Run 1, clock routing:
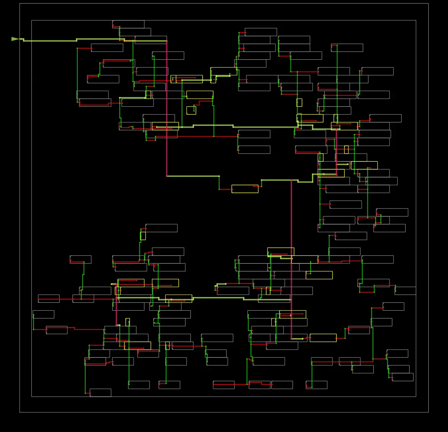
Run 1, cells coloured by class:
The bar under the picture is 50 um long. Fill, decap, tap and diode cells in grey.
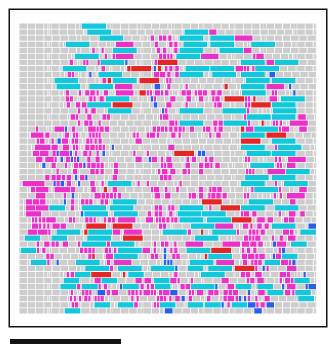
Run 1, drive-strength map:
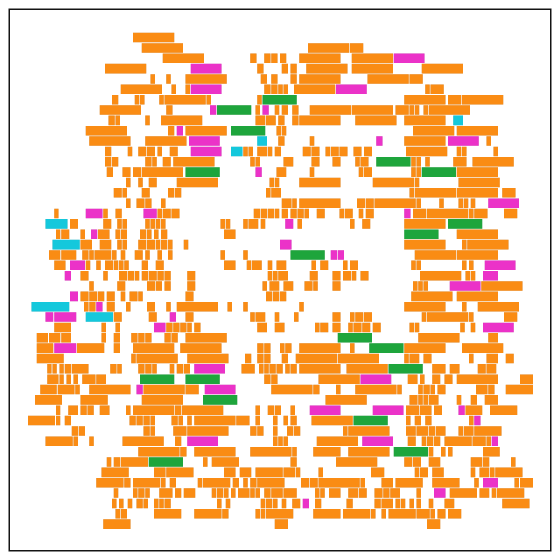
===== src/rtl/tx_coding_chain.sv =====
// 802.11a transmit bit-coding chain: scrambler, rate-1/2 K=7 convolutional
// encoder and a ping-pong BPSK block interleaver emitting one coded bit per cycle.
module tx_coding_chain #(
    parameter logic [6:0] SEED   = 7'b1011101,
    parameter int         N_CBPS = 48
) (
    input  logic Clk,
    input  logic Reset,
    input  logic En,
    input  logic Data,
    input  logic Data_valid,
    output logic Data_ready,
    output logic Out,
    output logic Out_valid,
    output logic Sym_start
);

    localparam logic [4:0] K_LAST   = 5'(N_CBPS / 2 - 1);
    localparam logic [5:0] IDX_LAST = 6'(N_CBPS - 1);

    typedef enum logic {IDLE, READ} state_t;

    logic [6:0]        lfsr_q, lfsr_d;
    logic [5:0]        enc_q, enc_d;
    logic [4:0]        k_q, k_d;
    logic              wb_q, wb_d;
    logic              rb_q, rb_d;
    logic [1:0]        full_q, full_d;
    state_t            state_q, state_d;
    logic [5:0]        idx_q, idx_d;
    logic              out_q, out_d;
    logic              out_valid_q, out_valid_d;
    logic              sym_start_q, sym_start_d;
    logic [N_CBPS-1:0] bank0_q, bank0_d;
    logic [N_CBPS-1:0] bank1_q, bank1_d;

    logic       clear;
    logic       accept;
    logic       fb;
    logic       scr;
    logic [6:0] win;
    logic       code_a;
    logic       code_b;
    logic [5:0] idx_a;
    logic [5:0] idx_b;

    assign clear      = Reset | ~En;
    assign Data_ready = En & ~Reset & ~full_q[wb_q];
    assign accept     = Data_valid & Data_ready;

    assign fb  = lfsr_q[6] ^ lfsr_q[3];
    assign scr = Data ^ fb;

    // win[n] is d_n: the current scrambled bit followed by the six previous ones
    assign win    = {enc_q, scr};
    assign code_a = win[0] ^ win[2] ^ win[3] ^ win[5] ^ win[6];
    assign code_b = win[0] ^ win[1] ^ win[2] ^ win[3] ^ win[6];

    // c = 2k, so c mod 16 = {k[2:0],0} and c/16 = k[4:3]; bit c+1 lands 3 slots later
    assign idx_a = ({2'b00, k_q[2:0], 1'b0} * 6'd3) + {4'b0000, k_q[4:3]};
    assign idx_b = idx_a + 6'd3;

    always_comb begin
        lfsr_d      = lfsr_q;
        enc_d       = enc_q;
        k_d         = k_q;
        wb_d        = wb_q;
        rb_d        = rb_q;
        full_d      = full_q;
        state_d     = state_q;
        idx_d       = idx_q;
        out_d       = out_q;
        out_valid_d = out_valid_q;
        sym_start_d = sym_start_q;
        bank0_d     = bank0_q;
        bank1_d     = bank1_q;

        case (state_q)
            IDLE: begin
                out_valid_d = 1'b0;
                sym_start_d = 1'b0;
                if (full_q[rb_q]) begin
                    state_d = READ;
                    idx_d   = '0;
                end
            end
            READ: begin
                out_d       = rb_q ? bank1_q[idx_q] : bank0_q[idx_q];
                out_valid_d = 1'b1;
                sym_start_d = (idx_q == '0);
                if (idx_q == IDX_LAST) begin
                    full_d[rb_q] = 1'b0;
                    rb_d         = ~rb_q;
                    idx_d        = '0;
                    if (!full_q[~rb_q]) begin
                        state_d = IDLE;
                    end
                end else begin
                    idx_d = idx_q + 6'd1;
                end
            end
            default: state_d = IDLE;
        endcase

        // Writer touches only bank wb, which the reader never owns while it is writable
        if (accept) begin
            lfsr_d = {lfsr_q[5:0], fb};
            enc_d  = win[5:0];
            if (wb_q) begin
                bank1_d[idx_a] = code_a;
                bank1_d[idx_b] = code_b;
            end else begin
                bank0_d[idx_a] = code_a;
                bank0_d[idx_b] = code_b;
            end
            if (k_q == K_LAST) begin
                full_d[wb_q] = 1'b1;
                wb_d         = ~wb_q;
                k_d          = '0;
            end else begin
                k_d = k_q + 5'd1;
            end
        end
    end

    always_ff @(posedge Clk) begin
        if (clear) begin
            lfsr_q      <= SEED;
            enc_q       <= '0;
            k_q         <= '0;
            wb_q        <= 1'b0;
            rb_q        <= 1'b0;
            full_q      <= '0;
            state_q     <= IDLE;
            idx_q       <= '0;
            out_q       <= 1'b0;
            out_valid_q <= 1'b0;
            sym_start_q <= 1'b0;
        end else begin
            lfsr_q      <= lfsr_d;
            enc_q       <= enc_d;
            k_q         <= k_d;
            wb_q        <= wb_d;
            rb_q        <= rb_d;
            full_q      <= full_d;
            state_q     <= state_d;
            idx_q       <= idx_d;
            out_q       <= out_d;
            out_valid_q <= out_valid_d;
            sym_start_q <= sym_start_d;
        end
    end

    // Bank storage needs no reset: stale contents are never read once full is cleared
    always_ff @(posedge Clk) begin
        bank0_q <= bank0_d;
        bank1_q <= bank1_d;
    end

    assign Out       = out_q;
    assign Out_valid = out_valid_q;
    assign Sym_start = sym_start_q;

endmodule


===== config.mk =====
export PLATFORM = sky130hd
export DESIGN_NAME = tx_coding_chain
export DESIGN_NICKNAME = d
export VERILOG_FILES = /design/src/rtl/tx_coding_chain.sv
export SDC_FILE = /design/constraint.sdc
export NUM_CORES = 1
export LEC_CHECK = 0
export CAP_MARGIN = 0
export CORE_MARGIN = 4
export CORE_UTILIZATION = 40
export DETAILED_ROUTE_END_ITERATION = 6
export GPL_TIMING_DRIVEN = 0
export SLEW_MARGIN = 10
export SYNTH_ARGS = -nofsm -noshare
export SYNTH_HDL_FRONTEND = slang
export SYNTH_SLANG_ARGS = --single-unit

===== constraint.sdc =====
create_clock -name Clk -period 4.06 [get_ports Clk]
set_clock_uncertainty 0.05 [all_clocks]
set_input_delay 0.812 -clock Clk [delete_from_list [all_inputs] [get_ports Clk]]
set_output_delay 0.812 -clock Clk [all_outputs]
set_load 0.02 [all_outputs]

==> results_slide.txt, run 1 <==
Flow Results at a Glance

Outcome
  – Status: completed

Hold path
  – Kind of path behind the tightest hold check: flop to flop
  – Worst Min Path Start: lfsr_q[4]$_SDFFE_PP1P_
  – Min-Delay Path Depth: 2

Final timing
  – Setup repair after global routing missed its margin: no
  – Number of hold violations in the final report: 0
  – Worst slew margin relative to its limit: 0.0320
  – Worst hold slack after final layout: about 0.41 ns

Clock tree
  – Number of CTS-inserted buffers: 17
  – TritonCTS clock tree: built
  – Clock tree buffer depth: 2
  – H-tree depth: 4
  – Setup fix buffers added after clock tree synthesis: 0
  – Count of hold buffers inserted by post-cts repair: 0
  – Clock-pin slew on the worst setup and hold paths: roughly 0.06 ns

Finish
  – Inverters excl. clock: 9
  – Combinational Gates: 540
  – Count of nets after finishing: between 700 and 800
  – Most frequent logic cells in the routed design: nor2_1 (103), edfxtp_1 (96), nand2_1 (91)
  – Sequential cell area: roughly 3500 um^2
  – Comb area: 3390 um^2
  – Register fraction of the total cell area: 0.438
  – Dominant kind of cell by area: sequential cells
  – Largest registers: bank0_q x48, bank1_q x48, lfsr_q x7
  – Area growth syn-to-layout: 12.3%

Power and ir drop
  – Internal portion of total power: between 2000 and 2500 uW
  – Worst IR drop on VDD: between 200 and 300 uV
  – Static leakage: roughly 0.0024 uW
  – Clock power frac: 0.473

Synth
  – Area share of the largest cell type after synthesis: 0.402
  – Leading area contributor after synthesis: edfxtp_1
  – Leading register cell type out of synthesis: edfxtp_1
  – Leading post-synthesis cells by instance count: nor2_1 (103), edfxtp_1 (96), nand2_1 (91)
  – EDFF count, synth: 96
  – Flop and latch count out of synthesis: between 100 and 150
  – Top cells, area: edfxtp_1 (40%), dfxtp_1 (8.9%), mux4_2 (5.7%)
  – Sequential fraction of the synthesis area: 0.491
  – Adder and majority gate portion of the synthesized area: 0.0168
  – Post-synthesis instance area: slightly above 7000 um^2
  – Multiplexer fraction of the synthesized cell area: 0.0892
  – Biggest combinational cell group after synthesis: AND-OR/OR-AND gates
  – And+or+nand+nor area frac: 0.166
  – Yosys stat chip area: just over 7000 um^2
  – Async set-or-reset flop fraction in the synthesized netlist: 0

Place
  – Number of buffer cells added on primary ports: 8
  – Estimated wirelength of the detail-placed design: around 18 mm
  – Final weighted congestion in routability-driven placement: roughly 1

Global route
  – Largest net degree at the start of global routing: 17
  – GR met2 Demand/Resource: 0.388
  – Global-route track usage on met3: 0.0634
  – Most heavily used metal layer in global routing: met2
  – Initial antenna violation count: 0
  – Global router's overall resource usage: 0.248

Die
  – Count of inserted tapcells: between 200 and 250
  – Die area: slightly above 20000 um^2
  – Number of core rows: 48

Setup path
  – Cell class contributing the biggest share of worst-path delay: simple AND/OR/NAND/NOR gates
  – Arrival time of data at the critical path endpoint: 3.88 ns
  – Timing startpoint of the critical path: k_q[0]$_SDFFE_PP0P_
  – Critical Path RT: approximately 4.1 ns
  – Cell count of the worst reg-to-reg path: 9
  – Category of the worst setup path capture point: flop
  – Beginning of the worst register-to-register path: k_q[0]$_SDFFE_PP0P_

Route
  – Post-DR vias/cell: just over 6
  – Highest metal used: met4
  – Routed len/inst: around 25 um
  – Drt first-iter violations: between 500 and 600
  – Drt first pass iters: 7
  – Met1 wire length: roughly 10 mm
  – DRT Wirelength: between 20 and 25 mm
  – Detailed-routed wire length on met2: approximately 12 mm

Run
  – OpenROAD warnings: 29
-- 'clock routing' (at the start) --
number of flip-flops and latches: 128
clock sink count: 128
power in the clock group: 1350 uW
clk_lat worst skew: 0.42 ns

-- 'cells coloured by class' (at the start) --
| class | colour | cells | share of their area |
|---|---|---|---|
| flops | cyan | 128 | 45% |
| clock drivers and dummy loads | red | 32 | 6.7% |
| combinational and other logic | magenta | 549 | 44% |
| other buffers and delay cells | blue | 62 | 3.9% |

-- 'drive-strength map' (at the start) --
| size | colour | cells | share |
|---|---|---|---|
| _6 and larger | green | 18 | 2.3% |
| _3 and _4 cells | cyan | 7 | 0.91% |
| _0 and _1 cells | orange | 698 | 91% |
| _2 cells | magenta | 48 | 6.2% |

Run 1, signal wires on met2:
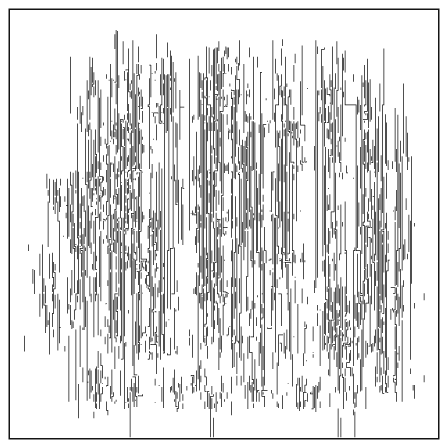

==> inputs of run 2 (changes only) <==
- CORE_MARGIN: 4 -> 5
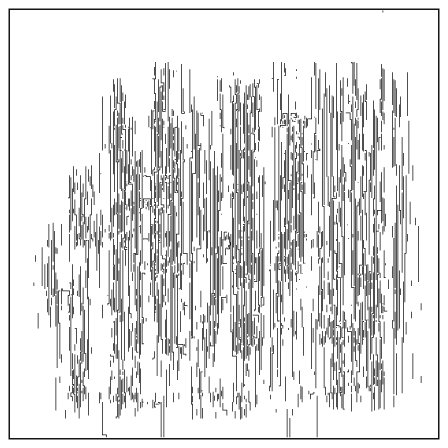
Run 2: signal wires on met2
longest straight run: 60.5 um
share of all routed wire: 46%
wire length on this layer: 11100 um

==> results_slide.txt, run 2 <==
Flow Results at a Glance

Synth
  – Leading area contributor after synthesis: edfxtp_1
  – Post-synthesis instance area: 7170 um^2
  – Top cells, area: edfxtp_1 (40%), dfxtp_1 (8.9%), mux4_2 (5.7%)
  – Biggest combinational cell group after synthesis: AND-OR/OR-AND gates
  – EDFF count, synth: about 96
  – Leading register cell type out of synthesis: edfxtp_1
  – Leading post-synthesis cells by instance count: nor2_1 (103), edfxtp_1 (96), nand2_1 (91)
  – And+or+nand+nor area frac: 0.166
  – Yosys stat chip area: 7170 um^2
  – Adder and majority gate portion of the synthesized area: 0.0168
  – Flop and latch count out of synthesis: roughly 130
  – Area share of the largest cell type after synthesis: 0.402

Route
  – Met1 wire length: between 9 and 10 mm
  – Highest metal used: met4
  – Routed len/inst: between 20 and 25 um
  – DRT Wirelength: 24.2 mm
  – Post-DR vias/cell: 6.14
  – Detailed-routed wire length on met2: approximately 11 mm

Global route
  – Most heavily used metal layer in global routing: met2
  – GR met2 Demand/Resource: 0.384
  – Initial antenna violation count: 0
  – Largest net degree at the start of global routing: 17
  – Global router's overall resource usage: 0.242

Place
  – Number of buffer cells added on primary ports: 8

Finish
  – Combinational Gates: 540
  – Largest registers: bank0_q x48, bank1_q x48, lfsr_q x7
  – Comb area: around 3400 um^2
  – Sequential cell area: roughly 3500 um^2
  – Dominant kind of cell by area: sequential cells
  – Register fraction of the total cell area: 0.436

Final timing
  – Worst slew margin relative to its limit: 0.192
  – Worst hold slack after final layout: a little over 0.4 ns
  – Number of hold violations in the final report: 0

Die
  – Die area: 20700 um^2
  – Number of core rows: ~49

Run
  – OpenROAD warnings: 29

Setup path
  – Timing startpoint of the critical path: k_q[0]$_SDFFE_PP0P_
  – Category of the worst setup path capture point: flop
  – Critical Path RT: roughly 4.1 ns
  – Beginning of the worst register-to-register path: k_q[0]$_SDFFE_PP0P_
  – Cell class contributing the biggest share of worst-path delay: simple AND/OR/NAND/NOR gates

Clock tree
  – Setup fix buffers added after clock tree synthesis: 0
  – Clock-pin slew on the worst setup and hold paths: 0.06 ns
  – Clk_lat worst skew: 0.43 ns
  – H-tree depth: 4
  – Clock tree buffer depth: 2
  – Count of hold buffers inserted by post-cts repair: 0

Hold path
  – Worst Min Path Start: lfsr_q[5]$_SDFFE_PP0P_
  – Min-Delay Path Depth: 2
  – Kind of path behind the tightest hold check: flop to flop

Outcome
  – Status: completed

Power and ir drop
  – Internal portion of total power: 2260 uW
Power and IR drop assume default switching activity.
